### src/rtl/cruce_pkg.sv
// Shared definitions for the crossing monitor: light codes, fault codes and the
// supervisor state enum.
package cruce_pkg;

    localparam logic [1:0] ROJO         = 2'b00;
    localparam logic [1:0] VERDE        = 2'b01;
    localparam logic [1:0] AMARILLO     = 2'b10;
    localparam logic [1:0] LUZ_INVALIDA = 2'b11;

    localparam logic [2:0] FALLA_NINGUNA   = 3'd0;
    localparam logic [2:0] FALLA_CONFLICTO = 3'd1;
    localparam logic [2:0] FALLA_INVALIDO  = 3'd2;
    localparam logic [2:0] FALLA_TRANSICION = 3'd3;
    localparam logic [2:0] FALLA_AMARILLO_CORTO = 3'd4;
    localparam logic [2:0] FALLA_VERDE_CORTO = 3'd5;
    localparam logic [2:0] FALLA_WATCHDOG  = 3'd6;

    typedef enum logic {
        ARMADO = 1'b0,
        FALLA  = 1'b1
    } estado_t;

    // One step forward in the ROJO->VERDE->AMARILLO->ROJO cycle.
    function automatic logic paso_legal(input logic [1:0] prev, input logic [1:0] cur);
        return ((prev == ROJO)     && (cur == VERDE))    ||
               ((prev == VERDE)    && (cur == AMARILLO)) ||
               ((prev == AMARILLO) && (cur == ROJO));
    endfunction

endpackage

### src/rtl/cruce_monitor_via.sv
// Per-approach tracker: remembers the previous light code and how long it has
// been held, and flags invalid codes, illegal changes and short phases.
module cruce_monitor_via
    import cruce_pkg::*;
#(
    parameter int MIN_VERDE    = 4,
    parameter int MIN_AMARILLO = 2
) (
    input  logic       clk,
    input  logic       reset,
    input  logic       enb,
    input  logic [1:0] luz,
    output logic       cambio,
    output logic       invalido,
    output logic       transicion,
    output logic       amarillo_corto,
    output logic       verde_corto
);

    localparam int DWELL_MAX = (MIN_VERDE > MIN_AMARILLO) ? MIN_VERDE : MIN_AMARILLO;
    localparam int DWELL_W   = $clog2(DWELL_MAX + 2);
    localparam logic [DWELL_W-1:0] MIN_V = DWELL_W'(MIN_VERDE);
    localparam logic [DWELL_W-1:0] MIN_A = DWELL_W'(MIN_AMARILLO);

    logic [1:0]         prev;
    logic [DWELL_W-1:0] dwell;

    always_comb begin
        cambio         = (luz != prev);
        invalido       = (luz == LUZ_INVALIDA);
        // Leaving an invalid code is not itself a sequence fault; it was already reported.
        transicion     = cambio && !invalido && (prev != LUZ_INVALIDA) && !paso_legal(prev, luz);
        amarillo_corto = (prev == AMARILLO) && (luz == ROJO)     && (dwell < MIN_A);
        verde_corto    = (prev == VERDE)    && (luz == AMARILLO) && (dwell < MIN_V);
    end

    // NOTE: state registers use non-blocking assignments so every flop samples
    // pre-edge values regardless of process ordering.
    always_ff @(posedge clk) begin
        if (!reset) begin
            prev  <= ROJO;
            dwell <= '0;
        end else if (enb) begin
            if (cambio) begin
                prev  <= luz;
                dwell <= DWELL_W'(1);
            end else if (dwell != '1) begin
                dwell <= dwell + 1'b1;
            end
        end
    end

endmodule

### src/rtl/cruce_monitor.sv
// Safety supervisor for the two-approach crossing. Build with CRUCE_WATCHDOG_EN
// defined to include the no-change watchdog (fault 6).
module cruce_monitor
    import cruce_pkg::*;
#(
    parameter int MIN_VERDE    = 4,
    parameter int MIN_AMARILLO = 2,
    parameter int TIMEOUT      = 64,
    parameter int CONT_W       = 8
) (
    input  logic              clk,
    input  logic              reset,
    input  logic              enb,
    input  logic              limpiar,
    input  logic [1:0]        semaforo_A,
    input  logic [1:0]        semaforo_B,
    output logic              falla,
    output logic [2:0]        codigo_falla,
    output logic              forzar_rojo,
    output logic [CONT_W-1:0] conteo_fallas
);

    logic cambio_a, invalido_a, transicion_a, amarillo_corto_a, verde_corto_a;
    logic cambio_b, invalido_b, transicion_b, amarillo_corto_b, verde_corto_b;
    logic wd_det;

    cruce_monitor_via #(.MIN_VERDE(MIN_VERDE), .MIN_AMARILLO(MIN_AMARILLO)) u_via_a (
        .clk            (clk),
        .reset          (reset),
        .enb            (enb),
        .luz            (semaforo_A),
        .cambio         (cambio_a),
        .invalido       (invalido_a),
        .transicion     (transicion_a),
        .amarillo_corto (amarillo_corto_a),
        .verde_corto    (verde_corto_a)
    );

    cruce_monitor_via #(.MIN_VERDE(MIN_VERDE), .MIN_AMARILLO(MIN_AMARILLO)) u_via_b (
        .clk            (clk),
        .reset          (reset),
        .enb            (enb),
        .luz            (semaforo_B),
        .cambio         (cambio_b),
        .invalido       (invalido_b),
        .transicion     (transicion_b),
        .amarillo_corto (amarillo_corto_b),
        .verde_corto    (verde_corto_b)
    );

`ifdef CRUCE_WATCHDOG_EN
    localparam int WD_W = $clog2(TIMEOUT + 1);
    localparam logic [WD_W-1:0] WD_LIM = WD_W'(TIMEOUT - 1);

    logic [WD_W-1:0] wd_cnt;

    // wd_cnt counts samples the current light pair has been held, change sample included.
    assign wd_det = !cambio_a && !cambio_b && (wd_cnt >= WD_LIM);

    always_ff @(posedge clk) begin
        if (!reset) begin
            wd_cnt <= '0;
        end else if (enb) begin
            if (cambio_a || cambio_b) begin
                wd_cnt <= WD_W'(1);
            end else if (wd_cnt != '1) begin
                wd_cnt <= wd_cnt + 1'b1;
            end
        end
    end
`else
    logic timeout_unused;
    assign timeout_unused = ^TIMEOUT;
    assign wd_det = 1'b0;
`endif

    logic [2:0] codigo_det;
    logic       hay_det;
    estado_t    estado, estado_sig;
    logic [2:0] codigo_sig;

    // NOTE: every always_comb output gets a default first so no path infers a latch.
    always_comb begin
        codigo_det = FALLA_NINGUNA;
        if (enb) begin
            if ((semaforo_A != ROJO) && (semaforo_B != ROJO)) codigo_det = FALLA_CONFLICTO;
            else if (invalido_a || invalido_b)                codigo_det = FALLA_INVALIDO;
            else if (transicion_a || transicion_b)            codigo_det = FALLA_TRANSICION;
            else if (amarillo_corto_a || amarillo_corto_b)    codigo_det = FALLA_AMARILLO_CORTO;
            else if (verde_corto_a || verde_corto_b)          codigo_det = FALLA_VERDE_CORTO;
            else if (wd_det)                                  codigo_det = FALLA_WATCHDOG;
        end
        hay_det = (codigo_det != FALLA_NINGUNA);
    end

    always_comb begin
        estado_sig = estado;
        codigo_sig = codigo_falla;
        case (estado)
            ARMADO: begin
                if (hay_det) begin
                    estado_sig = FALLA;
                    codigo_sig = codigo_det;
                end
            end
            FALLA: begin
                // The first code is sticky until limpiar; a detection during limpiar re-arms with it.
                if (limpiar) begin
                    if (hay_det) begin
                        codigo_sig = codigo_det;
                    end else begin
                        estado_sig = ARMADO;
                        codigo_sig = FALLA_NINGUNA;
                    end
                end
            end
            default: begin
                estado_sig = ARMADO;
                codigo_sig = FALLA_NINGUNA;
            end
        endcase
    end

    always_ff @(posedge clk) begin
        if (!reset) begin
            estado        <= ARMADO;
            codigo_falla  <= FALLA_NINGUNA;
            conteo_fallas <= '0;
        end else begin
            estado       <= estado_sig;
            codigo_falla <= codigo_sig;
            if (hay_det && (conteo_fallas != '1)) begin
                conteo_fallas <= conteo_fallas + 1'b1;
            end
        end
    end

    assign falla       = (estado == FALLA);
    assign forzar_rojo = falla;

endmodule

### config.mk
export PLATFORM = sky130hd
export DESIGN_NAME = cruce_monitor
export DESIGN_NICKNAME = d
export VERILOG_FILES = /design/src/rtl/cruce_pkg.sv /design/src/rtl/cruce_monitor_via.sv /design/src/rtl/cruce_monitor.sv
export SDC_FILE = /design/constraint.sdc
export NUM_CORES = 1
export LEC_CHECK = 0
export ABC_CLOCK_PERIOD_IN_PS = 3970
export CAP_MARGIN = 15
export CORE_MARGIN = 1
export CORE_UTILIZATION = 60
export CTS_BUF_LIST = sky130_fd_sc_hd__clkbuf_8
export CTS_CLUSTER_DIAMETER = 120
export DETAILED_ROUTE_END_ITERATION = 16
export PLACE_DENSITY = 0.86
export SYNTH_ARGS = -nofsm -noshare
export SYNTH_HDL_FRONTEND = slang
export SYNTH_HIERARCHICAL = 1
export SYNTH_SLANG_ARGS = --single-unit
### constraint.sdc
create_clock -name clk -period 3.97 [get_ports clk]
set_input_delay 0.794 -clock clk [delete_from_list [all_inputs] [get_ports clk]]
set_output_delay 0.794 -clock clk [all_outputs]
set_load 0.01 [all_outputs]
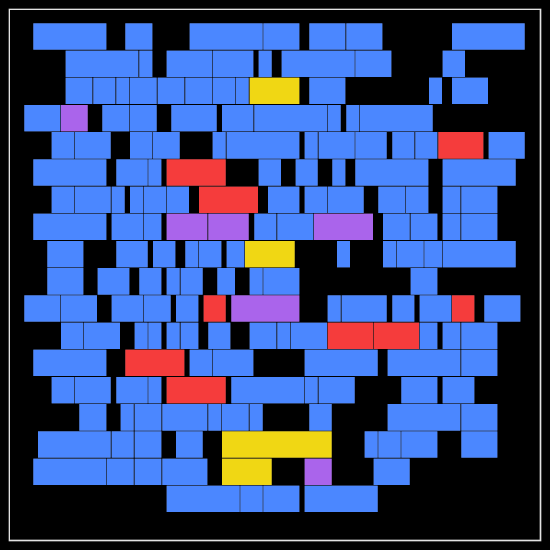
(sizing map)
Scale: 10 px per um.
size	color	cells
drive 3 to 4	purple	6
drive 1 or less	blue	162
drive 6 and up	yellow	4
drive 2	red	9
non-clock buffer total of the final layout: 22
design area: 1750 um2
post-route setup slack: 930 ps

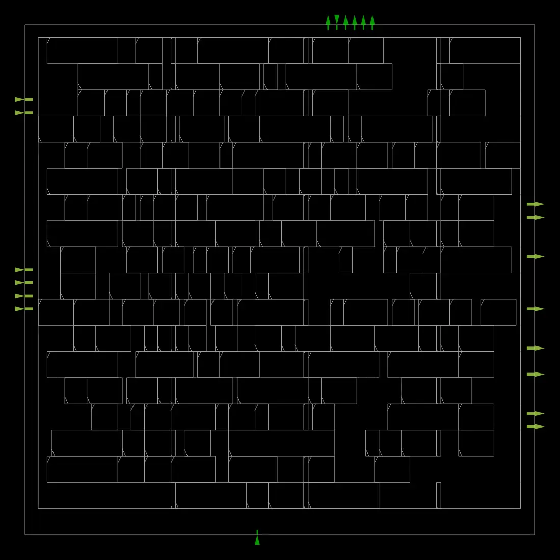
(cell outlines without signal wires)
# rows: 18
number of sequential cells: 22
Tapcells: 30
Core ar.: 2450 um2

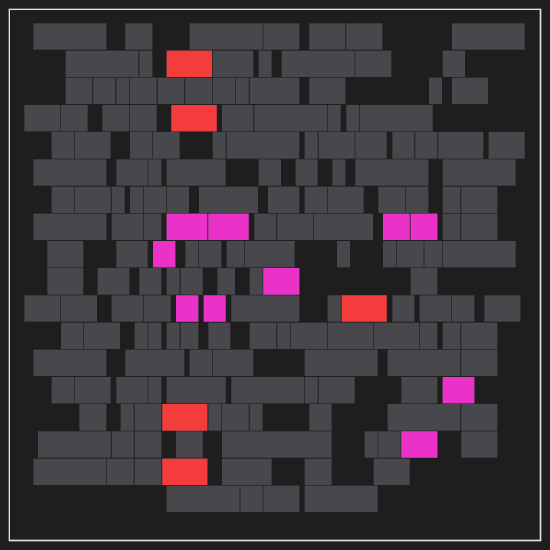
(selected gate families)
Scale: 10 px per um.
family	color	cells
AND and OR gates	magenta	10
adder and majority cells	red	5

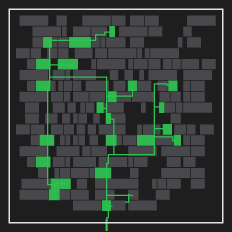
(nets reached from selected ports)
Scale: 4 px per um.
port	color	bits	direction	end cells	buffers	wire
enb	green	1	input	26	2	190 um
input/output buffers: 20
number of primary I/O pins: 21

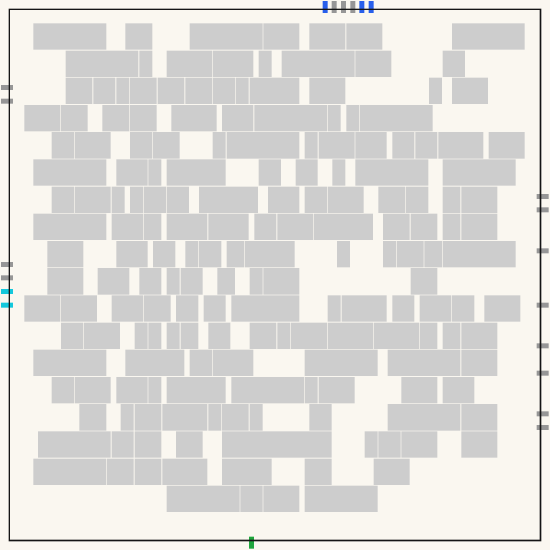
(I/O pins on the die edge)
Scale: 10 px per um. Pins as bars across the die edge, other pins in gray.
port	color	pins	direction	edge
semaforo_B	cyan	2	input	left
enb	green	1	input	bottom
codigo_falla	blue	3	output	top
all pins by edge	8 right, 6 left, 6 top, 1 bottom
overall die width: 53.0 um
height of the die: 53.0 um

==> impl_results.html <==
<h3>Run summary</h3>
<table>
<tr><th>Metric</th><th>Value</th></tr>
<tr><th colspan="2">Yosys</th></tr>
<tr><td>Post-synthesis adder-cell area fraction</td><td>4.01%</td></tr>
<tr><td>Most numerous cell types in the synthesized netlist</td><td>dfxtp_1 (22), nand2_1 (22), mux2i_1 (10)</td></tr>
<tr><td>Top flip-flop cell by instance count after synthesis</td><td>dfxtp_1</td></tr>
<tr><td>Library cell with the largest summed area after synthesis</td><td>dfxtp_1</td></tr>
<tr><td>Largest combinational cell category by area</td><td>simple AND/OR/NAND/NOR gates</td></tr>
<tr><td>Yosys Instances</td><td>170</td></tr>
<tr><td>Mapped cell area</td><td>1560 um2</td></tr>
<tr><td>Ao+oa area frac</td><td>13.9%</td></tr>
<tr><td>Count of warnings emitted by yosys</td><td>6</td></tr>
<tr><td>Total cell area reported by yosys after synthesis</td><td>1560 um2</td></tr>
<tr><td>Async set-reset flop share out of synthesis</td><td>0%</td></tr>
<tr><td>Top post-synthesis cells by area</td><td>dfxtp_1 (28%), buf_6 (6.5%), mux2i_1 (6.4%)</td></tr>
<tr><td>Sequential share of the synthesized area</td><td>28.3%</td></tr>
<tr><td>Number of storage elements in the synthesis netlist</td><td>22</td></tr>
<tr><td>Proportion of netlist area held by the largest area contributor</td><td>28.3%</td></tr>
<tr><td>Proportion of synthesized area in mux cells</td><td>6.42%</td></tr>
<tr><td>Synth unique cells</td><td>44</td></tr>
<tr><th colspan="2">Final timing</th></tr>
<tr><td>Worst slack on hold paths</td><td>467 ps</td></tr>
<tr><td>Max Clock Freq</td><td>329 MHz</td></tr>
<tr><td>Slew @ Worst Pin</td><td>576 ps</td></tr>
<tr><td>Post-route fraction of the period consumed by the critical path</td><td>76.6%</td></tr>
<tr><td>Final worst path period need</td><td>3040 ps</td></tr>
<tr><td>Remaining max-slew budget at the tightest pin</td><td>61.6%</td></tr>
<tr><td>Worst-case clock skew</td><td>7.39 ps</td></tr>
<tr><td>Setup TNS Final</td><td>0 ps</td></tr>
<tr><td>Final Hold Viols</td><td>0</td></tr>
<tr><th colspan="2">GRT</th></tr>
<tr><td>Fraction of met3 tracks used by global routing</td><td>2.87%</td></tr>
<tr><td>First-pass GRT wire length</td><td>4.73 mm</td></tr>
<tr><td>Met2 track demand over resource in global routing</td><td>41.1%</td></tr>
<tr><td>Remaining global-route overflow</td><td>0</td></tr>
<tr><td>Number of antenna violations at the first check in global routing</td><td>0</td></tr>
<tr><td>Via count of the first global-routing pass</td><td>1138</td></tr>
<tr><th colspan="2">Setup path</th></tr>
<tr><td>Delay of the slowest cell on the worst path</td><td>660 ps</td></tr>
<tr><td>Crit path buffers/inverters</td><td>1</td></tr>
<tr><td>Kind of cell adding the most delay to the critical path</td><td>simple AND/OR/NAND/NOR gates</td></tr>
<tr><td>Crit path max fanout</td><td>12</td></tr>
<tr><td>CP cell instances</td><td>clkdlybuf4s50_1, nor2_1, nand3_1, o31ai_1, or4_4, nor3b_4, nor4b_1, o211a_1</td></tr>
<tr><td>Reg-to-reg endpoint</td><td>conteo_fallas[7]</td></tr>
<tr><td>Startpoint-to-endpoint class of the critical path</td><td>in2reg</td></tr>
<tr><td>Crit path from</td><td>semaforo_B[1]</td></tr>
<tr><td>Critical path required time</td><td>4130 ps</td></tr>
<tr><td>Crit Reg-Reg Startpoint</td><td>u_via_b/prev[0]</td></tr>
<tr><td>Signal arrival time at the worst endpoint</td><td>3200 ps</td></tr>
<tr><td>Worst setup SP type</td><td>input pin</td></tr>
<tr><td>Reg-to-reg slack, setup</td><td>1660 ps</td></tr>
<tr><th colspan="2">Routing</th></tr>
<tr><td>Routed length on met2</td><td>1.46 mm</td></tr>
<tr><td>Initial DRC count</td><td>18</td></tr>
<tr><td>Number of vias after detailed routing</td><td>1270</td></tr>
<tr><td>Final WL</td><td>2.90 mm</td></tr>
<tr><td>Drt pass-1 iters</td><td>4</td></tr>
<tr><td>Detail-routed via count per cell</td><td>6.02</td></tr>
<tr><td>Met3 layer wire length in the routed design</td><td>87 um</td></tr>
<tr><td>Top routing layer used</td><td>met4</td></tr>
<tr><th colspan="2">Power</th></tr>
<tr><td>Sequential-cell power consumption</td><td>245 uW</td></tr>
<tr><td>Fraction of power spent switching nets</td><td>25.1%</td></tr>
<tr><td>Largest power group</td><td>sequential cells</td></tr>
<tr><td>Part of the total power dissipated in combinational logic</td><td>18.5%</td></tr>
<tr><td>Portion of total power attributed to the clock network</td><td>37.6%</td></tr>
<tr><td>Net switching power</td><td>140 uW</td></tr>
<tr><td>Maximum VDD drop</td><td>0.000260 V</td></tr>
<tr><td>P_int</td><td>417 uW</td></tr>
<tr><td>Comb pwr</td><td>103 uW</td></tr>
<tr><td>Power density normalized to cell area</td><td>319 nW/um2</td></tr>
<tr><th colspan="2">Clocking</th></tr>
<tr><td>Buffers inserted during post-CTS setup optimization</td><td>0</td></tr>
<tr><td>Insertion Delay late pin</td><td>270 ps</td></tr>
<tr><td>CTS resizes</td><td>0</td></tr>
<tr><td>Clock sink total</td><td>22</td></tr>
<tr><td>Clock Pin Slew Worst Setup and Hold Paths</td><td>80 ps</td></tr>
<tr><td>Root buffer selected by CTS</td><td>clkbuf_8</td></tr>
<tr><td>Count of H-tree levels built during CTS</td><td>1</td></tr>
<tr><td>Cts-stage hold buffer count</td><td>0</td></tr>
<tr><td>Number of clock buffers inserted by TritonCTS</td><td>3</td></tr>
<tr><th colspan="2">Finish</th></tr>
<tr><td>Count of multi-input gates</td><td>130</td></tr>
<tr><td>Util after Layout</td><td>71.3%</td></tr>
<tr><td>Area used by multi-input combinational logic</td><td>973 um2</td></tr>
<tr><td>Largest cell class by area</td><td>logic gates</td></tr>
<tr><td>Area growth from synthesis to final layout</td><td>12.2%</td></tr>
<tr><td>Number of logic inverters in the finished layout</td><td>3</td></tr>
<tr><td>Most flops, register</td><td>conteo_fallas</td></tr>
<tr><td>Final layout net count</td><td>195</td></tr>
<tr><td>Flop area</td><td>440 um2</td></tr>
<tr><td>Clk cell area share</td><td>4.08%</td></tr>
<tr><td>Share of final layout cell area taken by non-clock buffers</td><td>12.3%</td></tr>
<tr><td>Share of post-route cells with drive strength above 1</td><td>10.5%</td></tr>
<tr><td>Commonest cells after routing, fill and taps aside</td><td>nand2_1 (22), dfxtp_1 (22), clkdlybuf4s50_1 (20)</td></tr>
<tr><td>Number of filler instances in the final layout</td><td>182</td></tr>
<tr><th colspan="2">Place</th></tr>
<tr><td>Placer congestion estimate</td><td>0.804</td></tr>
<tr><td>Number of instances in the placed design</td><td>207</td></tr>
<tr><td>Pre-CTS setup slack</td><td>659 ps</td></tr>
<tr><td>Placement-stage cell area</td><td>1680 um2</td></tr>
<tr><td>Half-perimeter wire length of the detailed placement result</td><td>2.07 mm</td></tr>
<tr><th colspan="2">Flow run</th></tr>
<tr><td>Tool warnings</td><td>26</td></tr>
<tr><td>Max-cap viol count</td><td>0</td></tr>
<tr><th colspan="2">Hold path</th></tr>
<tr><td>Type of the most critical hold path</td><td>reg2reg</td></tr>
<tr><td>Worst hold path stage count</td><td>2</td></tr>
<tr><th colspan="2">Floorplanning</th></tr>
<tr><td>Core utilization at floorplan</td><td>63.5%</td></tr>
<tr><th colspan="2">Status</th></tr>
<tr><td>Status</td><td>completed</td></tr>
</table>
Power is estimated from default activity; no workload was simulated.
